Run 1, logic cells by family:
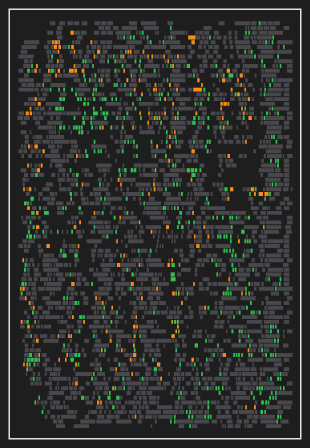
Run 1, sequential cells grouped by signal name:
The bar under the picture is 50 µm long. Other sequential cells in the stronger gray, the rest of the logic in the fainter gray.
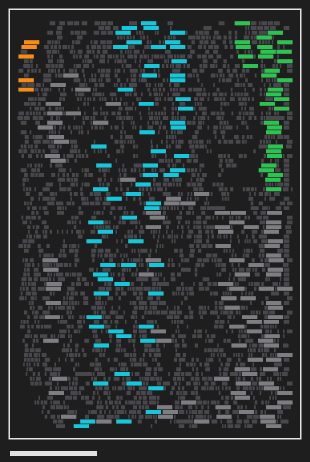
Run 1, cell classes on the final placement:
The bar under the picture is 50 µm long.
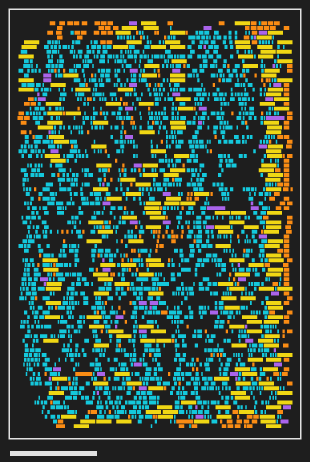
===== src/rtl/hilo_muldiv_unit_if.sv =====
// EX-stage request/response bundle between the pipeline and the HI/LO multiply/divide unit.
interface hilo_muldiv_unit_if #(
    parameter int unsigned WIDTH = 32
);
    logic             Start;  // one-cycle op-valid pulse from EX
    logic [2:0]       Op;     // operation select
    logic [WIDTH-1:0] A;      // rs value
    logic [WIDTH-1:0] B;      // rt value
    logic [WIDTH-1:0] HI;     // HI register
    logic [WIDTH-1:0] LO;     // LO register
    logic             Busy;   // long-latency stall request to the hazard unit
    logic             Done;   // HI/LO written by a mult/div this cycle

    // Pipeline side: issues operations, observes results and stall.
    modport master (
        output Start, Op, A, B,
        input  HI, LO, Busy, Done
    );

    // Unit side.
    modport slave (
        input  Start, Op, A, B,
        output HI, LO, Busy, Done
    );
endinterface


===== src/rtl/hilo_muldiv_unit.sv =====
// Iterative multiply/divide unit with the architectural HI/LO register pair.
// One result bit per cycle: IDLE (cycle 0 latch) -> RUN (WIDTH cycles) -> FIX (sign fixup,
// HI/LO write, Done pulse). Busy drives the hazard unit's long-latency stall.
module hilo_muldiv_unit #(
    parameter int unsigned WIDTH = 32
) (
    input logic                Clock,
    input logic                Reset,
    hilo_muldiv_unit_if.slave  bus
);

    localparam int unsigned CntW = (WIDTH > 1) ? $clog2(WIDTH) : 1;
    localparam logic [CntW-1:0] CntLast = CntW'(WIDTH - 1);

    localparam logic [2:0] OpMult  = 3'b001;
    localparam logic [2:0] OpMultu = 3'b010;
    localparam logic [2:0] OpDiv   = 3'b011;
    localparam logic [2:0] OpDivu  = 3'b100;
    localparam logic [2:0] OpMthi  = 3'b101;
    localparam logic [2:0] OpMtlo  = 3'b110;

    typedef enum logic [1:0] {StIdle, StRun, StFix} state_e;

    state_e               state_q, state_d;
    logic [CntW-1:0]      cnt_q, cnt_d;
    // Multiply: {partial product, remaining multiplier}. Divide: {remainder, dividend/quotient}.
    logic [2*WIDTH-1:0]   acc_q, acc_d;
    // Multiplicand magnitude for multiply, divisor magnitude for divide.
    logic [WIDTH-1:0]     opnd_q, opnd_d;
    logic [WIDTH-1:0]     a_raw_q, a_raw_d;
    logic                 is_div_q, is_div_d;
    logic                 neg_q, neg_d;          // product / quotient sign
    logic                 neg_rem_q, neg_rem_d;  // remainder sign
    logic                 div_zero_q, div_zero_d;
    logic [WIDTH-1:0]     hi_q, hi_d;
    logic [WIDTH-1:0]     lo_q, lo_d;

    logic                 is_md;
    logic                 is_div_op;
    logic                 is_signed_op;
    logic [WIDTH-1:0]     abs_a;
    logic [WIDTH-1:0]     abs_b;
    logic [WIDTH:0]       mul_sum;
    logic [WIDTH:0]       div_shift;
    logic                 div_ge;
    logic [WIDTH-1:0]     div_diff;
    logic [2*WIDTH-1:0]   prod_fix;
    logic [WIDTH-1:0]     quo_fix;
    logic [WIDTH-1:0]     rem_fix;

    // Operation decode and operand magnitudes at issue.
    assign is_md        = (bus.Op == OpMult) || (bus.Op == OpMultu) ||
                          (bus.Op == OpDiv)  || (bus.Op == OpDivu);
    assign is_div_op    = (bus.Op == OpDiv) || (bus.Op == OpDivu);
    assign is_signed_op = (bus.Op == OpMult) || (bus.Op == OpDiv);
    assign abs_a        = (is_signed_op && bus.A[WIDTH-1]) ? -bus.A : bus.A;
    assign abs_b        = (is_signed_op && bus.B[WIDTH-1]) ? -bus.B : bus.B;

    // Per-iteration datapath: shift-add for multiply, restoring shift-subtract for divide.
    assign mul_sum   = {1'b0, acc_q[2*WIDTH-1:WIDTH]} + {1'b0, opnd_q};
    assign div_shift = acc_q[2*WIDTH-1:WIDTH-1];
    assign div_ge    = div_shift >= {1'b0, opnd_q};
    // When div_ge holds the true difference is below 2^WIDTH, so the low bits suffice.
    assign div_diff  = div_shift[WIDTH-1:0] - opnd_q;

    // Sign fixup applied in FIX, modulo 2^WIDTH (2^(2*WIDTH) for the product).
    assign prod_fix = neg_q ? -acc_q : acc_q;
    assign quo_fix  = neg_q ? -acc_q[WIDTH-1:0] : acc_q[WIDTH-1:0];
    assign rem_fix  = neg_rem_q ? -acc_q[2*WIDTH-1:WIDTH] : acc_q[2*WIDTH-1:WIDTH];

    // Next-state and datapath update; Start outside IDLE is ignored.
    always_comb begin
        state_d    = state_q;
        cnt_d      = cnt_q;
        acc_d      = acc_q;
        opnd_d     = opnd_q;
        a_raw_d    = a_raw_q;
        is_div_d   = is_div_q;
        neg_d      = neg_q;
        neg_rem_d  = neg_rem_q;
        div_zero_d = div_zero_q;
        hi_d       = hi_q;
        lo_d       = lo_q;

        case (state_q)
            StIdle: begin
                if (bus.Start) begin
                    case (bus.Op)
                        OpMult, OpMultu, OpDiv, OpDivu: begin
                            state_d    = StRun;
                            cnt_d      = '0;
                            is_div_d   = is_div_op;
                            opnd_d     = is_div_op ? abs_b : abs_a;
                            acc_d      = {{WIDTH{1'b0}}, (is_div_op ? abs_a : abs_b)};
                            a_raw_d    = bus.A;
                            neg_d      = is_signed_op && (bus.A[WIDTH-1] ^ bus.B[WIDTH-1]);
                            neg_rem_d  = is_signed_op && bus.A[WIDTH-1];
                            div_zero_d = is_div_op && (bus.B == '0);
                        end
                        OpMthi:  hi_d = bus.A;
                        OpMtlo:  lo_d = bus.A;
                        default: ;
                    endcase
                end
            end
            StRun: begin
                cnt_d = cnt_q + CntW'(1);
                if (is_div_q) begin
                    acc_d = div_ge ? {div_diff, acc_q[WIDTH-2:0], 1'b1}
                                   : {acc_q[2*WIDTH-2:0], 1'b0};
                end else begin
                    acc_d = acc_q[0] ? {mul_sum, acc_q[WIDTH-1:1]}
                                     : {1'b0, acc_q[2*WIDTH-1:1]};
                end
                if (cnt_q == CntLast) begin
                    state_d = StFix;
                    cnt_d   = '0;
                end
            end
            StFix: begin
                state_d = StIdle;
                if (is_div_q) begin
                    if (div_zero_q) begin
                        // Divide by zero: quotient all ones, remainder is the raw dividend.
                        lo_d = '1;
                        hi_d = a_raw_q;
                    end else begin
                        lo_d = quo_fix;
                        hi_d = rem_fix;
                    end
                end else begin
                    hi_d = prod_fix[2*WIDTH-1:WIDTH];
                    lo_d = prod_fix[WIDTH-1:0];
                end
            end
            default: state_d = StIdle;
        endcase
    end

    // State register; reset discards any operation in flight and clears HI/LO.
    always_ff @(posedge Clock or negedge Reset) begin
        if (!Reset) begin
            state_q    <= StIdle;
            cnt_q      <= '0;
            acc_q      <= '0;
            opnd_q     <= '0;
            a_raw_q    <= '0;
            is_div_q   <= 1'b0;
            neg_q      <= 1'b0;
            neg_rem_q  <= 1'b0;
            div_zero_q <= 1'b0;
            hi_q       <= '0;
            lo_q       <= '0;
        end else begin
            state_q    <= state_d;
            cnt_q      <= cnt_d;
            acc_q      <= acc_d;
            opnd_q     <= opnd_d;
            a_raw_q    <= a_raw_d;
            is_div_q   <= is_div_d;
            neg_q      <= neg_d;
            neg_rem_q  <= neg_rem_d;
            div_zero_q <= div_zero_d;
            hi_q       <= hi_d;
            lo_q       <= lo_d;
        end
    end

    // Busy covers the issue cycle combinationally so a dependent MFHI/MFLO stalls at once.
    assign bus.Busy = (state_q != StIdle) || (bus.Start && is_md);
    assign bus.Done = (state_q == StFix);
    assign bus.HI   = hi_q;
    assign bus.LO   = lo_q;

endmodule


===== src/flat_wrapper.sv =====
// flat-port wrapper written by rule: the top's interface ports become plain ports
module hilo_muldiv_unit_flat 
#(
    parameter int unsigned WIDTH = 32
)
  (Clock, Reset, bus_Start, bus_Op, bus_A, bus_B, bus_HI, bus_LO, bus_Busy, bus_Done);
  hilo_muldiv_unit_if #(.WIDTH(WIDTH)) bus_i ();
  input logic Clock;
  input logic Reset;
  input wire logic [$bits(bus_i.Start)-1:0] bus_Start;
  input wire logic [$bits(bus_i.Op)-1:0] bus_Op;
  input wire logic [$bits(bus_i.A)-1:0] bus_A;
  input wire logic [$bits(bus_i.B)-1:0] bus_B;
  output wire logic [$bits(bus_i.HI)-1:0] bus_HI;
  output wire logic [$bits(bus_i.LO)-1:0] bus_LO;
  output wire logic [$bits(bus_i.Busy)-1:0] bus_Busy;
  output wire logic [$bits(bus_i.Done)-1:0] bus_Done;
  assign bus_i.Start = bus_Start;
  assign bus_i.Op = bus_Op;
  assign bus_i.A = bus_A;
  assign bus_i.B = bus_B;
  assign bus_HI = bus_i.HI;
  assign bus_LO = bus_i.LO;
  assign bus_Busy = bus_i.Busy;
  assign bus_Done = bus_i.Done;
  hilo_muldiv_unit #(.WIDTH(WIDTH)) u_core (.Clock(Clock), .Reset(Reset), .bus(bus_i));
endmodule

===== config.mk =====
export PLATFORM = sky130hd
export DESIGN_NAME = hilo_muldiv_unit_flat
export DESIGN_NICKNAME = d
export VERILOG_FILES = /design/src/rtl/hilo_muldiv_unit_if.sv /design/src/rtl/hilo_muldiv_unit.sv /design/src/flat_wrapper.sv
export SDC_FILE = /design/constraint.sdc
export NUM_CORES = 1
export LEC_CHECK = 0
export CAP_MARGIN = 10
export CELL_PAD_IN_SITES_DETAIL_PLACEMENT = 0
export CELL_PAD_IN_SITES_GLOBAL_PLACEMENT = 1
export CORE_ASPECT_RATIO = 1.5
export CORE_MARGIN = 4
export CORE_UTILIZATION = 46
export CTS_BUF_LIST = sky130_fd_sc_hd__clkbuf_8
export CTS_CLUSTER_DIAMETER = 150
export DETAILED_ROUTE_END_ITERATION = 6
export GPL_TIMING_DRIVEN = 0
export PLACE_DENSITY = 0.88
export SETUP_SLACK_MARGIN = 0.02
export SLEW_MARGIN = 30
export SYNTH_ARGS = -nofsm -noshare
export SYNTH_HDL_FRONTEND = slang
export SYNTH_SLANG_ARGS = --single-unit

===== constraint.sdc =====
create_clock -name Clock -period 5.19 [get_ports Clock]
set_clock_uncertainty 0.15 [all_clocks]
set_input_delay 0.519 -clock Clock [delete_from_list [all_inputs] [get_ports Clock]]
set_output_delay 0.519 -clock Clock [all_outputs]
set_load 0.1 [all_outputs]

==> results.yml, run 1 <==
# flow metrics
status:
  status: "completed"
worst_setup_path:
  reg2reg_depth: 12
  critPathTopFamily: "simple AND/OR/NAND/NOR gates"
  worstPathArrival_ns: 4.90
  path_class: "reg -> reg"
  cp_common_cell: "clkbuf_1"
  crit_path_start_kind: "flop"
  endpoint_kind: "flop"
  crit_path_max_fanout: 10
  slowest_stage: "clkbuf_1"
  cp_slowest_stage_delay_ns: 0.55
  reg2reg_slack_ns: 0.59
  cp-startpoint: "u_core.acc_q[0]"
synthesis:
  ys_warn_count: 0
  yosysSeqAreaShare_pct: 29.3
  synth-edff-count: 0
  syn_inst: 2266
  netlist_top_cells_count: "nand2_1 (393), o21ai_0 (233), dfrtp_1 (203), clkbuf_1 (166), a21oi_1 (156)"
  avgSynthCellArea_um2: 7.64
layout:
  flop_area_mm2: 0.00508
  fin_util_pct: 54.0
  fillers: 3716
  inv_count: 69
min_path:
  hp-start: "bus_A[27]"
drt:
  via_count: 18400
  routed_wl_um: 77500
  ant_nets: 0
place:
  globalplace.congestion: 0.988
grt:
  top_usage_layer: "met2"
  grt_use_met2_pct: 61.0
  grt_max_degree: 88
  track_usage_pct: 36.5
  grt_pass1_vias: 17800
  grt_pass1_wl_um: 114000
clock_network:
  path_clk_slew_ns: 0.07
  cts_tree: "done"
die:
  pin_count: 136
-- 'logic cells by family' (at the start) --
legend:
  NAND gates:
    color: green
    cells: 465
    most_used: nand2_1
    where: widely spread
  NOR gates:
    color: orange
    cells: 204
    most_used: nor2_1
    where: widely spread

-- 'sequential cells grouped by signal name' (at the start) --
legend:
  u_core.bus.LO:
    color: green
    flops: 32
    where: north-east
  u_core.acc_q:
    color: cyan
    flops: 64
  u_core.cnt_q:
    color: orange
    flops: 5
    where: north-west
not colored: 102

-- 'cell classes on the final placement' (at the start) --
legend:
  clock drivers and dummy loads:
    color: purple
    cells: 65
  flops:
    color: yellow
    cells: 203
  other buffers and delay cells:
    color: orange
    cells: 310
  combinational and other logic:
    color: cyan
    cells: 1879

run 1: logic make-up after synthesis:
kind of cell             after synthesis  synth area share, %
flip-flops                           203                 29.3
buffers and inverters                253                 5.61
adder cells (fa/ha/maj)               72                 5.29
AND-OR/OR-AND                        706                 25.4
XOR/XNOR                             205                 10.4
multiplexers                          79                 4.62
AND/OR/NAND/NOR                      748                 19.4
run 1: metrics by stage:
step           setup WS, ns  cells  hold slack, ns
6_report              0.588   2943           0.213
5_1_grt               0.511   2942           0.216
4_1_cts               0.667   2941           0.178
2_1_floorplan          1.54   2266          0.0734
3_3_place_gp          -5.50   2873           0.310
3_5_place_dp          0.449   2875           0.314
Run 1, track usage over the die:
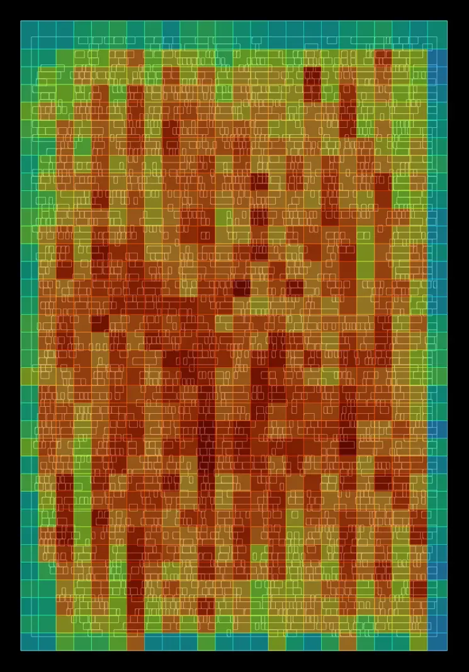

## Run 2: what changed since run 1
Settings changed: CORE_ASPECT_RATIO 1.5 to 1.1, CORE_MARGIN 4 to unset.
Run 2, track usage over the die:
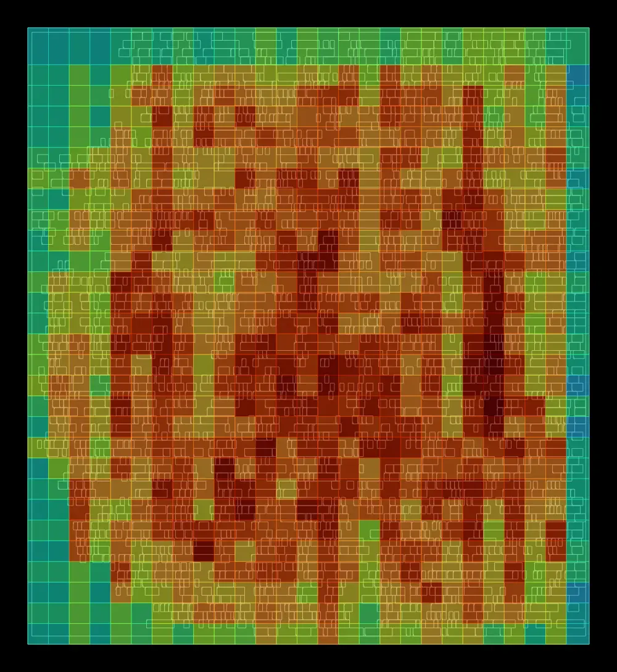
global-route track usage on met2: 56.5%
WL/cell: 24.8 µm
GR peak layer: met2
final core utilization: 54.3%
routing usage on met1: 49.9%

==> run 2 against run 1 <==
Non-clock buffer count stayed put. Largest cell class unchanged. Hold slack worse by 0.035 ns. Global-route usage is 1.1 points higher. Synthesized cell count stayed put.
==> results.yml, run 2 <==
# flow metrics
layout:
  inv_count: 69
  fillers: 3628
  layout.cells.non_filler: 2953
synthesis:
  ys_sh_aoi_pct: 25.4
  syn_inst: 2266
  ys_sh_xor_pct: 10.4
  synthTopLogicFamily: "AND-OR/OR-AND gates"
  synth-edff-count: 0
  avgSynthCellArea_um2: 7.64
  simple_gate_share_pct: 19.4
  netlist_top_cells_count: "nand2_1 (393), o21ai_0 (233), dfrtp_1 (203), clkbuf_1 (166), a21oi_1 (156)"
  yosys.area_share.adder_pct: 5.29
  ys_warn_count: 0
clock_network:
  path_clk_slew_ns: 0.06
  cts_tree: "done"
worst_setup_path:
  reg2reg_depth: 12
  endpoint_kind: "flop"
  cp_common_cell: "nand2_1"
  slowest_stage: "buf_1"
  crit_path_start_kind: "flop"
  crit_path_max_fanout: 10
  worstPathArrival_ns: 4.96
drt:
  routed_wl_um: 73200
  via_count: 18600
place:
  dp_cells: 2885
  dp_slack_ns: 0.478
  globalplace.congestion: 1.01
grt:
  grt_max_degree: 87
  grt_pass1_vias: 17500
  grt_pass1_wl_um: 109000
  track_usage_pct: 37.6
timing:
  whs_ns: 0.178
status:
  status: "completed"
die:
  pin_count: 136
## run 2: cell counts after synthesis
Identical to the previous run, type by type.
## run 2: worst paths after layout
path | start | to | slack (ns)
setup / recovery | u_core.opnd_q[7] | u_core.acc_q[54] | 0.59
hold / removal | bus_A[27] | u_core.a_raw_q[27] | 0.18
setup reg to reg | u_core.opnd_q[7] | u_core.acc_q[54] | 0.59
hold reg to reg | u_core.a_raw_q[5] | u_core.a_raw_q[5] | 0.33
max in group asynchronous | Reset | u_core.opnd_q[5] | 3.69
min in group asynchronous | Reset | u_core.bus.LO[18] | 0.36
## run 2: routing by layer
metal	share of wire [%]	global-route usage [%]
met1	42	49.9
met2	41	56.5
met3	9.2	5.51
met4	7.9	26.2
met5	0	0
